`src/rtl/fp_selftest_seq.sv`:
```
// Floating-point adder self-test: fetches (a, b, expected) vectors, adds them, compares bitwise.
// Latency: 8 cycles plus 1..MAN_W+1 normalisation cycles per vector.
// Backpressure: none; memory answers one cycle after mem_rd_en, start is ignored while busy.
module fp_selftest_seq #(
    parameter int EXP_W     = 8,
    parameter int MAN_W     = 23,
    parameter int NUM_VEC   = 4,
    parameter int ADDR_W    = 8,
    parameter int BASE_ADDR = 0,
    localparam int W        = 1 + EXP_W + MAN_W,
    localparam int IW       = $clog2(NUM_VEC + 1)
) (
    input  logic              clk,
    input  logic              reset_n,
    input  logic              start,
    input  logic              run_all,
    input  logic [IW-1:0]     vec_sel,
    output logic              mem_rd_en,
    output logic [ADDR_W-1:0] mem_addr,
    input  logic [W-1:0]      mem_rdata,
    output logic              busy,
    output logic              done,
    output logic [IW-1:0]     fail_count,
    output logic [IW-1:0]     first_fail,
    output logic [W-1:0]      last_result,
    output logic              led
);

    localparam int SW = MAN_W + 1;

    localparam logic [2:0] S_IDLE  = 3'd0;
    localparam logic [2:0] S_FETCH = 3'd1;
    localparam logic [2:0] S_ALIGN = 3'd2;
    localparam logic [2:0] S_ADD   = 3'd3;
    localparam logic [2:0] S_NORM  = 3'd4;
    localparam logic [2:0] S_CMP   = 3'd5;
    localparam logic [2:0] S_NEXT  = 3'd6;
    localparam logic [2:0] S_DONE  = 3'd7;

    localparam logic [EXP_W-1:0] EXP_ONES = '1;
    localparam logic [EXP_W-1:0] EXP_ONE  = 1;
    localparam logic [EXP_W:0]   EXP_ONE1 = 1;
    localparam logic [IW-1:0]    IDX_ONE  = 1;
    localparam logic [IW-1:0]    LAST_IDX = IW'(NUM_VEC - 1);
    localparam logic [IW-1:0]    NV_IDX   = IW'(NUM_VEC);

    logic [2:0]       state;
    logic [1:0]       fcnt;
    logic [IW-1:0]    idx;
    logic             run_all_q;
    logic [W-1:0]     a_q, b_q, e_q, res;
    logic             x_sgn, eff_sub, n_sgn;
    logic [EXP_W-1:0] x_exp, n_exp;
    logic [SW-1:0]    x_sig, y_sig;
    logic [SW:0]      n_sig;

    // Operand unpacking with zero flush; ordering by {exponent, significand} magnitude.
    logic             a_s, b_s, a_ge;
    logic [EXP_W-1:0] a_exp, b_exp, d_exp;
    logic [SW-1:0]    a_sig, b_sig, sh_sig;
    logic [EXP_W:0]   e_inc;

    assign a_exp  = a_q[W-2 -: EXP_W];
    assign b_exp  = b_q[W-2 -: EXP_W];
    assign a_s    = a_q[W-1] & (a_exp != '0);
    assign b_s    = b_q[W-1] & (b_exp != '0);
    assign a_sig  = (a_exp == '0) ? '0 : {1'b1, a_q[MAN_W-1:0]};
    assign b_sig  = (b_exp == '0) ? '0 : {1'b1, b_q[MAN_W-1:0]};
    assign a_ge   = {a_exp, a_sig} >= {b_exp, b_sig};
    assign d_exp  = a_ge ? (a_exp - b_exp) : (b_exp - a_exp);
    assign sh_sig = (int'(d_exp) > SW) ? '0 : ((a_ge ? b_sig : a_sig) >> d_exp);
    assign e_inc  = {1'b0, n_exp} + EXP_ONE1;

    assign busy      = (state != S_IDLE) && (state != S_DONE);
    assign done      = (state == S_DONE);
    assign led       = done && (fail_count == '0);
    assign mem_rd_en = (state == S_FETCH) && (fcnt != 2'd3);
    assign mem_addr  = mem_rd_en ? ADDR_W'(BASE_ADDR + 3 * int'(idx) + int'(fcnt)) : '0;

    always_ff @(posedge clk or negedge reset_n) begin
        if (!reset_n) begin
            state       <= S_IDLE;
            fcnt        <= '0;
            idx         <= '0;
            run_all_q   <= 1'b0;
            a_q         <= '0;
            b_q         <= '0;
            e_q         <= '0;
            res         <= '0;
            x_sgn       <= 1'b0;
            eff_sub     <= 1'b0;
            n_sgn       <= 1'b0;
            x_exp       <= '0;
            n_exp       <= '0;
            x_sig       <= '0;
            y_sig       <= '0;
            n_sig       <= '0;
            fail_count  <= '0;
            first_fail  <= NV_IDX;
            last_result <= '0;
        end else begin
            case (state)
                S_IDLE, S_DONE: begin
                    if (start) begin
                        state      <= S_FETCH;
                        fcnt       <= '0;
                        idx        <= run_all ? '0 : ((vec_sel > LAST_IDX) ? LAST_IDX : vec_sel);
                        run_all_q  <= run_all;
                        fail_count <= '0;
                        first_fail <= NV_IDX;
                    end
                end
                S_FETCH: begin
                    // Read data trails the strobe by one cycle, so captures lag the addresses.
                    fcnt <= fcnt + 2'd1;
                    if (fcnt == 2'd1) a_q <= mem_rdata;
                    if (fcnt == 2'd2) b_q <= mem_rdata;
                    if (fcnt == 2'd3) begin
                        e_q   <= mem_rdata;
                        state <= S_ALIGN;
                    end
                end
                S_ALIGN: begin
                    x_sgn   <= a_ge ? a_s : b_s;
                    x_exp   <= a_ge ? a_exp : b_exp;
                    x_sig   <= a_ge ? a_sig : b_sig;
                    y_sig   <= sh_sig;
                    eff_sub <= a_s ^ b_s;
                    state   <= S_ADD;
                end
                S_ADD: begin
                    n_sig <= eff_sub ? ({1'b0, x_sig} - {1'b0, y_sig})
                                     : ({1'b0, x_sig} + {1'b0, y_sig});
                    n_exp <= x_exp;
                    n_sgn <= x_sgn;
                    state <= S_NORM;
                end
                S_NORM: begin
                    if (n_sig == '0) begin
                        res   <= '0;
                        state <= S_CMP;
                    end else if (n_sig[SW]) begin
                        if (e_inc >= {1'b0, EXP_ONES})
                            res <= {n_sgn, EXP_ONES, {MAN_W{1'b0}}};
                        else
                            res <= {n_sgn, e_inc[EXP_W-1:0], n_sig[MAN_W:1]};
                        state <= S_CMP;
                    end else if (n_sig[SW-1]) begin
                        if (n_exp == EXP_ONES)
                            res <= {n_sgn, EXP_ONES, {MAN_W{1'b0}}};
                        else
                            res <= {n_sgn, n_exp, n_sig[MAN_W-1:0]};
                        state <= S_CMP;
                    end else begin
                        // One bit per cycle; exponent underflow flushes to +0.
                        n_sig <= n_sig << 1;
                        n_exp <= n_exp - EXP_ONE;
                        if (n_exp == EXP_ONE) begin
                            res   <= '0;
                            state <= S_CMP;
                        end
                    end
                end
                S_CMP: begin
                    last_result <= res;
                    if (res != e_q) begin
                        fail_count <= fail_count + IDX_ONE;
                        if (fail_count == '0) first_fail <= idx;
                    end
                    state <= S_NEXT;
                end
                S_NEXT: begin
                    if (run_all_q && (idx < LAST_IDX)) begin
                        idx   <= idx + IDX_ONE;
                        fcnt  <= '0;
                        state <= S_FETCH;
                    end else begin
                        state <= S_DONE;
                    end
                end
                default: state <= S_IDLE;
            endcase
        end
    end

endmodule
```
`config.mk`:
```
export PLATFORM = sky130hd
export DESIGN_NAME = fp_selftest_seq
export DESIGN_NICKNAME = d
export VERILOG_FILES = /design/src/rtl/fp_selftest_seq.sv
export SDC_FILE = /design/constraint.sdc
export NUM_CORES = 1
export LEC_CHECK = 0
export CORE_MARGIN = 2
export CORE_UTILIZATION = 50
export CTS_CLUSTER_SIZE = 8
export DETAILED_ROUTE_END_ITERATION = 7
export PLACE_DENSITY = 0.68
export SLEW_MARGIN = 20
export SYNTH_ARGS = -nofsm -noshare
export SYNTH_HDL_FRONTEND = slang
export SYNTH_SLANG_ARGS = --single-unit
```
`constraint.sdc`:
```
create_clock -name clk -period 5.5 [get_ports clk]
set_input_delay 1.1 -clock clk [delete_from_list [all_inputs] [get_ports clk]]
set_output_delay 1.1 -clock clk [all_outputs]
set_load 0.05 [all_outputs]
```
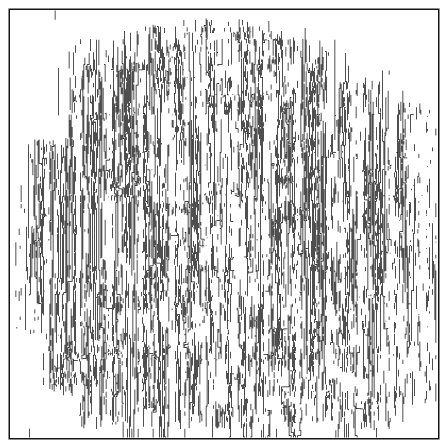
Fig. 1. Metal 2.
main direction: vertical
wire length on this layer: 21.3 mm

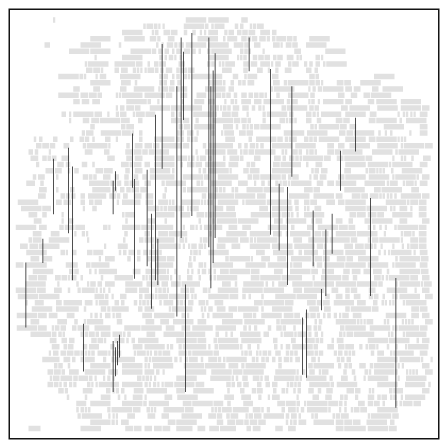
Fig. 2. Met4 routing.
wire length on this layer: 1670 microns
share of all routed wire: 3.5%
nets with wire on the layer: 34

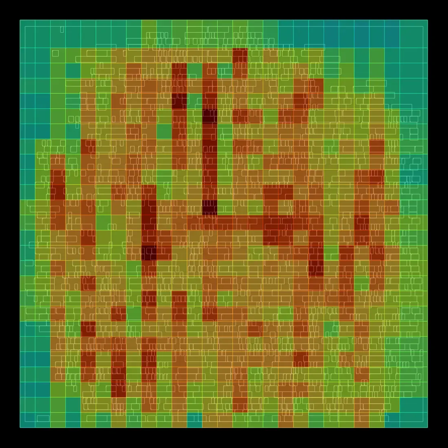
Fig. 3. Track usage over the die.
final core occ: 57.5%
met1 GRT Util: 39.9%

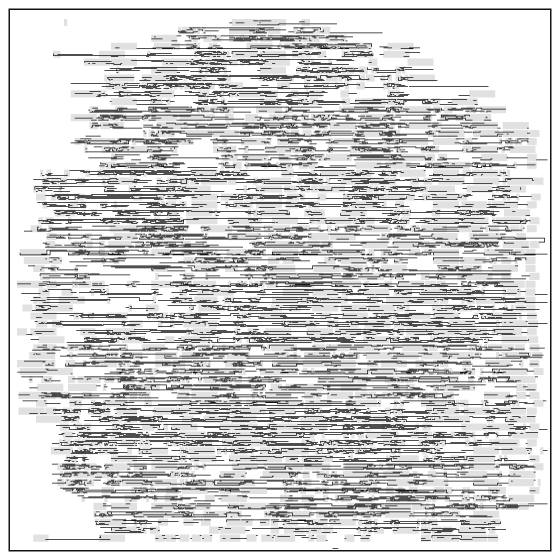
Fig. 4. Signal wires on met1.
share of all routed wire: 46%
longest straight run: 51.5 microns
wire length on this layer: 21.8 mm

==> deck_impl_summary.md <==
Implementation Results

Status
  – Status: finished, final reports clean

Clock network
  – Clock Tree Buf Depth: 3
  – CTS Buf Count: 39
  – CTS root buf: clkbuf_16
  – Post-cts sizing count: 0

Timing
  – Final setup vio count: 0
  – Setup TNS: 0 ns
  – Fmax: 0.199 GHz
  – Slew Limit Fails: 0
  – RSZ-0062 raised after global routing: no

Min path
  – Hold path endpoint: last_result[14]$_DFFE_PN0P_
  – WHS Path Cells: 2

Drt
  – Final wirelength: 47.3 mm
  – Met2 routed WL: 21.3 mm
  – Residual DRC: 0
  – Drt first-iter violations: 1206
  – Vias: 13400

Final layout
  – Fraction of layout cells with a size suffix above 1: 11.1%
  – Comb area share: 48.2%
  – Top Layout Cells: 268 x nand2_1, 266 x dfrtp_1, 114 x nor2_1
  – Registers: 267
  – Most instantiated logic cell after routing: nand2_1
  – Clock network area share: 5.80%
  – Clkbuf count: 51
  – Register area: 6680 sq um

Global routing
  – Initial antenna violation count: 2
  – GR met2 Demand/Resource: 44.8%
  – Largest net degree at the start of global routing: 123

Synth
  – Simple Share, Synth: 15.0%
  – Yosys warns: 0
  – Synth cell count leaders: 268 x nand2_1, 266 x dfrtp_1, 114 x nor2_1
  – Synth mux share: 10.9%

Floorplanning
  – DIE AREA: 34300 sq um
  – # IOs: 89

Job
  – OpenROAD warnings: 45
  – Max Cap Viol: 0

Placement
  – Detailed Place HPWL: 35.4 mm
  – DP Worst Slack: 0.525 ns

Worst setup path
  – CP startpoint: b_q[24]$_DFFE_PN0P_
  – Slowest-stage cell, CP: a31oi_4
